### src/rtl/score_row_max.sv
// score_row_max: scales and saturates each incoming dot-product score and
// tracks the running maximum across a row of NUM_KEYS scores. One registered
// stage with valid/ready handshake and full-throughput skid-free flow.

`ifndef INTEGER_WIDTH
`define INTEGER_WIDTH 8
`endif
`ifndef MAX_EMBEDDING_DIM
`define MAX_EMBEDDING_DIM 256
`endif

module score_row_max #(
   parameter int W_IN        = 2*`INTEGER_WIDTH + $clog2(`MAX_EMBEDDING_DIM),
   parameter int W_OUT       = 2*`INTEGER_WIDTH,
   parameter int SCALE_SHIFT = 3,
   parameter int NUM_KEYS    = 64,
   localparam int KW         = (NUM_KEYS > 1) ? $clog2(NUM_KEYS) : 1
) (
   input  logic                    clk,
   input  logic                    rst,
   input  logic                    vld_in,
   output logic                    rdy_out,
   input  logic signed [W_IN-1:0]  score_in,
   output logic                    vld_out,
   input  logic                    rdy_in,
   output logic signed [W_OUT-1:0] score_out,
   output logic signed [W_OUT-1:0] max_out,
   output logic signed [W_OUT-1:0] max_prev_out,
   output logic [KW-1:0]           key_idx_out,
   output logic                    last_out
);

   // Wide enough to hold any scaled input next to the output bounds.
   localparam int WX = W_IN + W_OUT;
   localparam logic signed [WX-1:0] SAT_MAX = {{(W_IN+1){1'b0}}, {(W_OUT-1){1'b1}}};
   localparam logic signed [WX-1:0] SAT_MIN = {{(W_IN+1){1'b1}}, {(W_OUT-1){1'b0}}};
   localparam logic [KW-1:0]        LAST_IDX = KW'(NUM_KEYS - 1);

   typedef enum logic {IDLE, ACTIVE} state_t;

   state_t                  r_state, w_state_nxt;
   logic [KW-1:0]           r_cnt, w_cnt_nxt;
   logic signed [W_OUT-1:0] r_max, w_max_nxt;

   logic                    w_accept;
   logic signed [WX-1:0]    w_ext;
   logic signed [WX-1:0]    w_shifted;
   logic signed [W_OUT-1:0] w_sat;
   logic signed [W_OUT-1:0] w_prev;
   logic [KW-1:0]           w_idx;
   logic                    w_last;

   assign rdy_out  = rdy_in || !vld_out;
   assign w_accept = vld_in && rdy_out;

   // Scale by arithmetic shift, then clamp into the output range.
   always_comb begin
      w_ext     = WX'(score_in);
      w_shifted = w_ext >>> SCALE_SHIFT;
      if (w_shifted > SAT_MAX)
         w_sat = SAT_MAX[W_OUT-1:0];
      else if (w_shifted < SAT_MIN)
         w_sat = SAT_MIN[W_OUT-1:0];
      else
         w_sat = w_shifted[W_OUT-1:0];
   end

   // Next-state and beat fields; IDLE starts a fresh row ignoring the old max.
   always_comb begin
      w_state_nxt = r_state;
      w_cnt_nxt   = r_cnt;
      w_idx       = '0;
      w_prev      = w_sat;
      w_max_nxt   = w_sat;
      if (r_state == ACTIVE) begin
         w_idx  = r_cnt;
         w_prev = r_max;
         // Ties keep the existing max; the value is identical either way.
         if (r_max >= w_sat)
            w_max_nxt = r_max;
      end
      w_last = (w_idx == LAST_IDX);
      if (w_accept) begin
         if (w_last) begin
            w_state_nxt = IDLE;
            w_cnt_nxt   = '0;
         end else begin
            w_state_nxt = ACTIVE;
            w_cnt_nxt   = w_idx + KW'(1);
         end
      end
   end

   // Row-tracking state: changes only on accept, cleared by reset.
   always_ff @(posedge clk) begin
      if (rst) begin
         r_state <= IDLE;
         r_cnt   <= '0;
         r_max   <= '0;
      end else if (w_accept) begin
         r_state <= w_state_nxt;
         r_cnt   <= w_cnt_nxt;
         r_max   <= w_max_nxt;
      end
   end

   // Output register: load on accept, drop valid when drained, hold on stall.
   always_ff @(posedge clk) begin
      if (rst) begin
         vld_out      <= 1'b0;
         score_out    <= '0;
         max_out      <= '0;
         max_prev_out <= '0;
         key_idx_out  <= '0;
         last_out     <= 1'b0;
      end else if (w_accept) begin
         vld_out      <= 1'b1;
         score_out    <= w_sat;
         max_out      <= w_max_nxt;
         max_prev_out <= w_prev;
         key_idx_out  <= w_idx;
         last_out     <= w_last;
      end else if (rdy_in) begin
         vld_out      <= 1'b0;
      end
   end

endmodule

### config.mk
export PLATFORM = sky130hd
export DESIGN_NAME = score_row_max
export DESIGN_NICKNAME = d
export VERILOG_FILES = /design/src/rtl/score_row_max.sv
export SDC_FILE = /design/constraint.sdc
export NUM_CORES = 1
export LEC_CHECK = 0
export ABC_CLOCK_PERIOD_IN_PS = 4050
export CAP_MARGIN = 20
export CORE_MARGIN = 2
export CORE_UTILIZATION = 50
export DETAILED_ROUTE_END_ITERATION = 12
export HOLD_SLACK_MARGIN = 0.15
export PLACE_DENSITY = 0.8
export SLEW_MARGIN = 10
export SYNTH_ARGS = -nofsm -noshare
export SYNTH_HDL_FRONTEND = slang
export SYNTH_SLANG_ARGS = --single-unit
### constraint.sdc
create_clock -name clk -period 4.05 [get_ports clk]
set_input_delay 0.6075 -clock clk [delete_from_list [all_inputs] [get_ports clk]]
set_output_delay 0.6075 -clock clk [all_outputs]
set_load 0.05 [all_outputs]
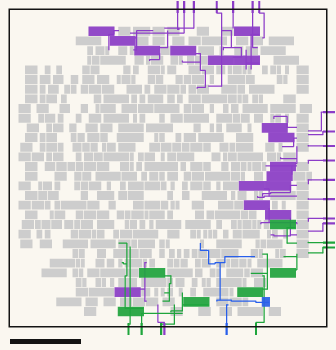
(port wiring)
The bar under the picture is 20 um long.
Key: blue = rdy_out [bits 1, direction output, end cells 1, buffers 1, wire 55.4 um]; purple = score_out [bits 16, direction output, end cells 16, buffers 16, wire 349 um]; green = key_idx_out [bits 6, direction output, end cells 6, buffers 6, wire 166 um]

==> COMMIT_EDITMSG <==
Log flow metrics for this revision

- For this design the static power due to leakage is 1.85 nW.
- Number of cells traversed by the worst hold path: 2
- Per the final layout report, the fraction of cells sized above drive strength 1 comes to 0.102.
- Yosys warning count: 0
- Normalized max-slew margin: 0.455
- Across all register-to-register paths, the minimum setup slack is around 1500 ps.
* Num rows: 30
* Worst R2R Start: max_out[15]
- The overall die size recorded for this design is 7910 um^2.
- Maximum fanout encountered on the critical timing path: 16
- The area fraction of the largest cell type after synthesis is 0.350.
* Power density of the placed cells: 413 nW/um^2
- Routed vias: 3,418
* Total power: 1.93 mW
* Combined area of all synthesized cells: 3610 um^2
* Most frequent cell on the critical path: inv_1
- The initial utilization of the core area, before any placement, comes to 0.525.
- For this sky-water flow run, the detailed-routed wirelength per cell is reported as 15.4 um.
- Gates resized during post-CTS repair numbered 0.
* Final cell count without fillers: 608
- For this run, the top clock speed supported by timing is 279 MHz.
- Global route overflow: 0
* Met2 Track Usage GR: 0.387
- Share of total power in the clock network: 0.275
* Number of warning messages in the logs: 29
- Setup repair after global routing missed its margin: false
* Net count, final: around 550
- Number of I/O pins: 85
- Synthesized net count: 481
* Distinct cells, synth: 37
* Critical-path top delay cell: a311oi_4
- The final timing report lists a hold violation count of 0.
- Critical path cell sequence: clkdlybuf4s50_1 > inv_1 > o2bb2ai_1 > or2_2 > inv_1 > ha_1 > nand4_4 > nor4_4 > o21ai_1 > a311oi_4 > a221o_1
- Cts-stage hold buffer count: 0
* Gpl congestion: approximately 0.88
* End of the worst hold path: max_prev_out[5]
* Total buffers and inverters traversed by the critical path: 3
- Number of CTS-inserted buffers: 9
- DP Cell Count: 592
* Met3 Use GR: 0.0536
* Number of DRC violations after detailed routing: 0
* Cell types with the largest area share after synthesis: dfxtp_1 (35%), ha_1 (5.9%), nand2b_1 (5.5%), a21oi_1 (5.3%), mux2i_1 (5.3%)
* Final clock period utilization by the worst path: 0.885
- The number of global-route vias before repair was around 3,200.
- Broken down by cell family, the worst path's largest delay share belongs to AND-OR/OR-AND gates.
- After synthesis, the mean cell area works out to between 8 and 9 um^2.
- Endpoint type of the worst setup path: flip-flop
- First-pass GRT wire length: roughly 15,000 um
* Power share of the combinational group: 0.343
- STA classifies the critical path startpoint as a primary input.
- Leading area contributor after synthesis: dfxtp_1
* Clock-pin slew on the worst setup and hold paths: roughly 70 ps
* Setup Crit Path Kind: in -> reg
- The script extracted a net switching power of a little over 0.7 mW.
- Classification of the worst-slack hold path: reg -> reg
- The final layout reports a setup TNS of 0 ps.
- The tool flagged a number of max-cap violations equal to 0.
- The H-tree generated during clock tree synthesis spans 3 levels.
- Wires add up to between 9000 and 10,000 um.
* Number of cells traversed by the worst register-to-register path: 6
- STA lists the endpoint of the worst register-to-register path as max_out[15].
- Arrival time worst endpoint: between 3000 and 4000 ps
- Total track usage: 0.249
* Initial drt markers: 241
- Internal power comes to 1.22 mW.
* Share of total power in sequential cells: 0.383
* Critical path data required time: 4340 ps
* Post-DP HPWL: approximately 6700 um
* Result of the run: completed
- In the Yosys report the total cell count is approximately 440.
- Antenna violations before repair: 0
- Worst vdd ir: 0.170 mV
* Number of buffers added for setup after CTS: 0
- In this run the remaining antenna-violating nets after routing total 0.
- Before antenna repair, the detailed router went through 4 iterations.
- Subtracting the final worst setup slack from the clock period gives 3590 ps.
* Routing usage on met1: 0.334
- Final tally of max-slew violations: 0
* Library cell used as clock root buffer: clkbuf_8
- TritonCTS built the clock tree.
* Yosys reg bits: 63
- For the worst min-delay path, the startpoint reported by OpenROAD is max_prev_out[5].
* Port Buf Inserts: 81
- Die span in y: 88.9 um
- Post-DR vias/cell: 5.62
- Clock insertion delay at the later pin of the skew report: 350 ps
* Yosys stat area: 3610 um^2
- Final setup violating endpoints: 0
* Switching part of the total power: 0.370
- Maximum single-stage delay on the critical path: 750 ps
* Largest net degree at the start of global routing: about 41
- Top Usage Layer GRT: met2
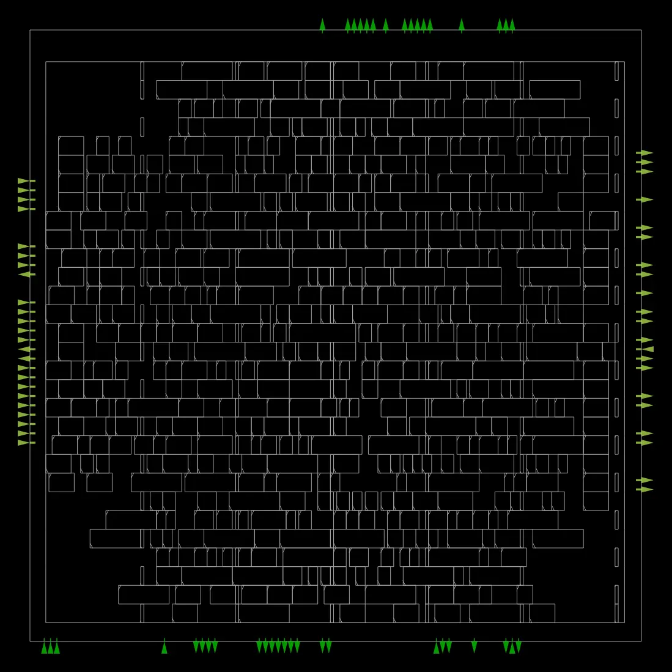
(cell placement)
filler cell count in the final layout: 587
Std-Cell Core Area: 6870 um^2

==> flip-flops by register name (all words and copies together), names as in the netlist <==
register	count
max_out	16
max_prev_out	16
score_out	16
key_idx_out	6
r_cnt	6
last_out	1
r_state	1
vld_out	1
==> worst max-delay path by stage <==
stage	from	to	cells after the start
4_1_cts	score_in[23]	max_out[15]	11
6_report	score_in[23]	max_out[15]	11
5_1_grt	score_in[23]	max_out[2]	11
3_3_place_gp	score_in[23]	max_out[10]	11
3_5_place_dp	score_in[23]	max_out[15]	11
2_1_floorplan	score_in[19]	max_out[10]	14
==> logic make-up after synthesis <==
logic type	after synthesis	share of synthesized area
muxes	19	0.0527
and+or+nand+nor	154	0.225
adders and majority gates	17	0.0590
DFF	63	0.350
AOI/OAI and AO/OA	127	0.245
buffers and inverters	56	0.0687
==> worst reg2reg max path: cells and delay by family, from the launching register on <==
kind / cells / cell delay (ps)
adder cells (fa/ha/maj): 1 / 450
flip-flops: 1 / 370
AND-OR/OR-AND: 3 / 1220
AND/OR/NAND/NOR: 2 / 480
==> cell usage in the layout, fill, tap and decap left out, drive strengths merged, types with 2 or more instances in the layout <==
master          n
nand3          23
clkbuf         14
nor2           25
dfxtp          63
a211o           2
ha             17
o21ai          22
nand4           4
or2            15
clkdlybuf4s50  80
nand2          38
and2            3
or3             2
buf            16
mux2i          19
o2bb2ai        15
nand2b         33
o211ai         15
a21oi          38
inv            20
nor3            7
a221o          16
a211oi         15
==> area by class of cell <==
cell class                 count  area, um^2
tap                           96         120
multi-input combinational    317        2100
inverter                      20        75.1
clock inverter                 2        12.5
timing repair buffer          96         931
sequential                    63        1260
fill                         587        2190
clock buffer                  14         183
==> power by group through the flow <==
stage / clock network, mW / registers (mW) / logic [mW]
finish: 0.532 / 0.740 / 0.663
global route: 0.564 / 0.748 / 0.710
CTS: 0.535 / 0.739 / 0.663
detailed placement: 0 / 0.752 / 0.659
global placement: 0 / 0.749 / 0.645
floorplan: 0 / 0.931 / 0.268
==> per-layer routing <==
metal	vias up	routed length [um]
li1	1704	-
met5	-	0
met3	20	589
met1	1584	4270
met4	0	237
met2	110	4250
==> through the flow <==
stage           util  area [um^2]  setup WS [ps]
2_1_floorplan      -         3610            803
3_5_place_dp   0.653         4490            143
5_1_grt        0.682         4680            278
4_1_cts        0.682         4680            501
6_report       0.682         4680            464
3_3_place_gp   0.653         4490            247
==> Yosys cell counts <==
library cell,number
a2111oi_0,1
a211o_1,2
a211oi_1,15
a21o_1,1
a21oi_1,38
a221o_1,16
a22oi_1,1
a311oi_4,1
and2_1,3
and3_1,1
and4_1,1
buf_1,5
buf_4,1
buf_6,3
buf_8,1
clkbuf_1,26
dfxtp_1,63
ha_1,17
inv_1,20
mux2i_1,19
nand2_1,38
nand2b_1,32
nand2b_2,1
nand3_1,23
nand4_1,2
nand4_2,1
nand4_4,1
nor2_1,25
nor3_1,7
nor3b_1,1
nor4_4,1
o211ai_1,15
o21ai_0,21
o21ai_1,1
o2bb2ai_1,15
or2_2,15
or3_1,2
No activity file was given, so power comes from the tool's default toggle rates.
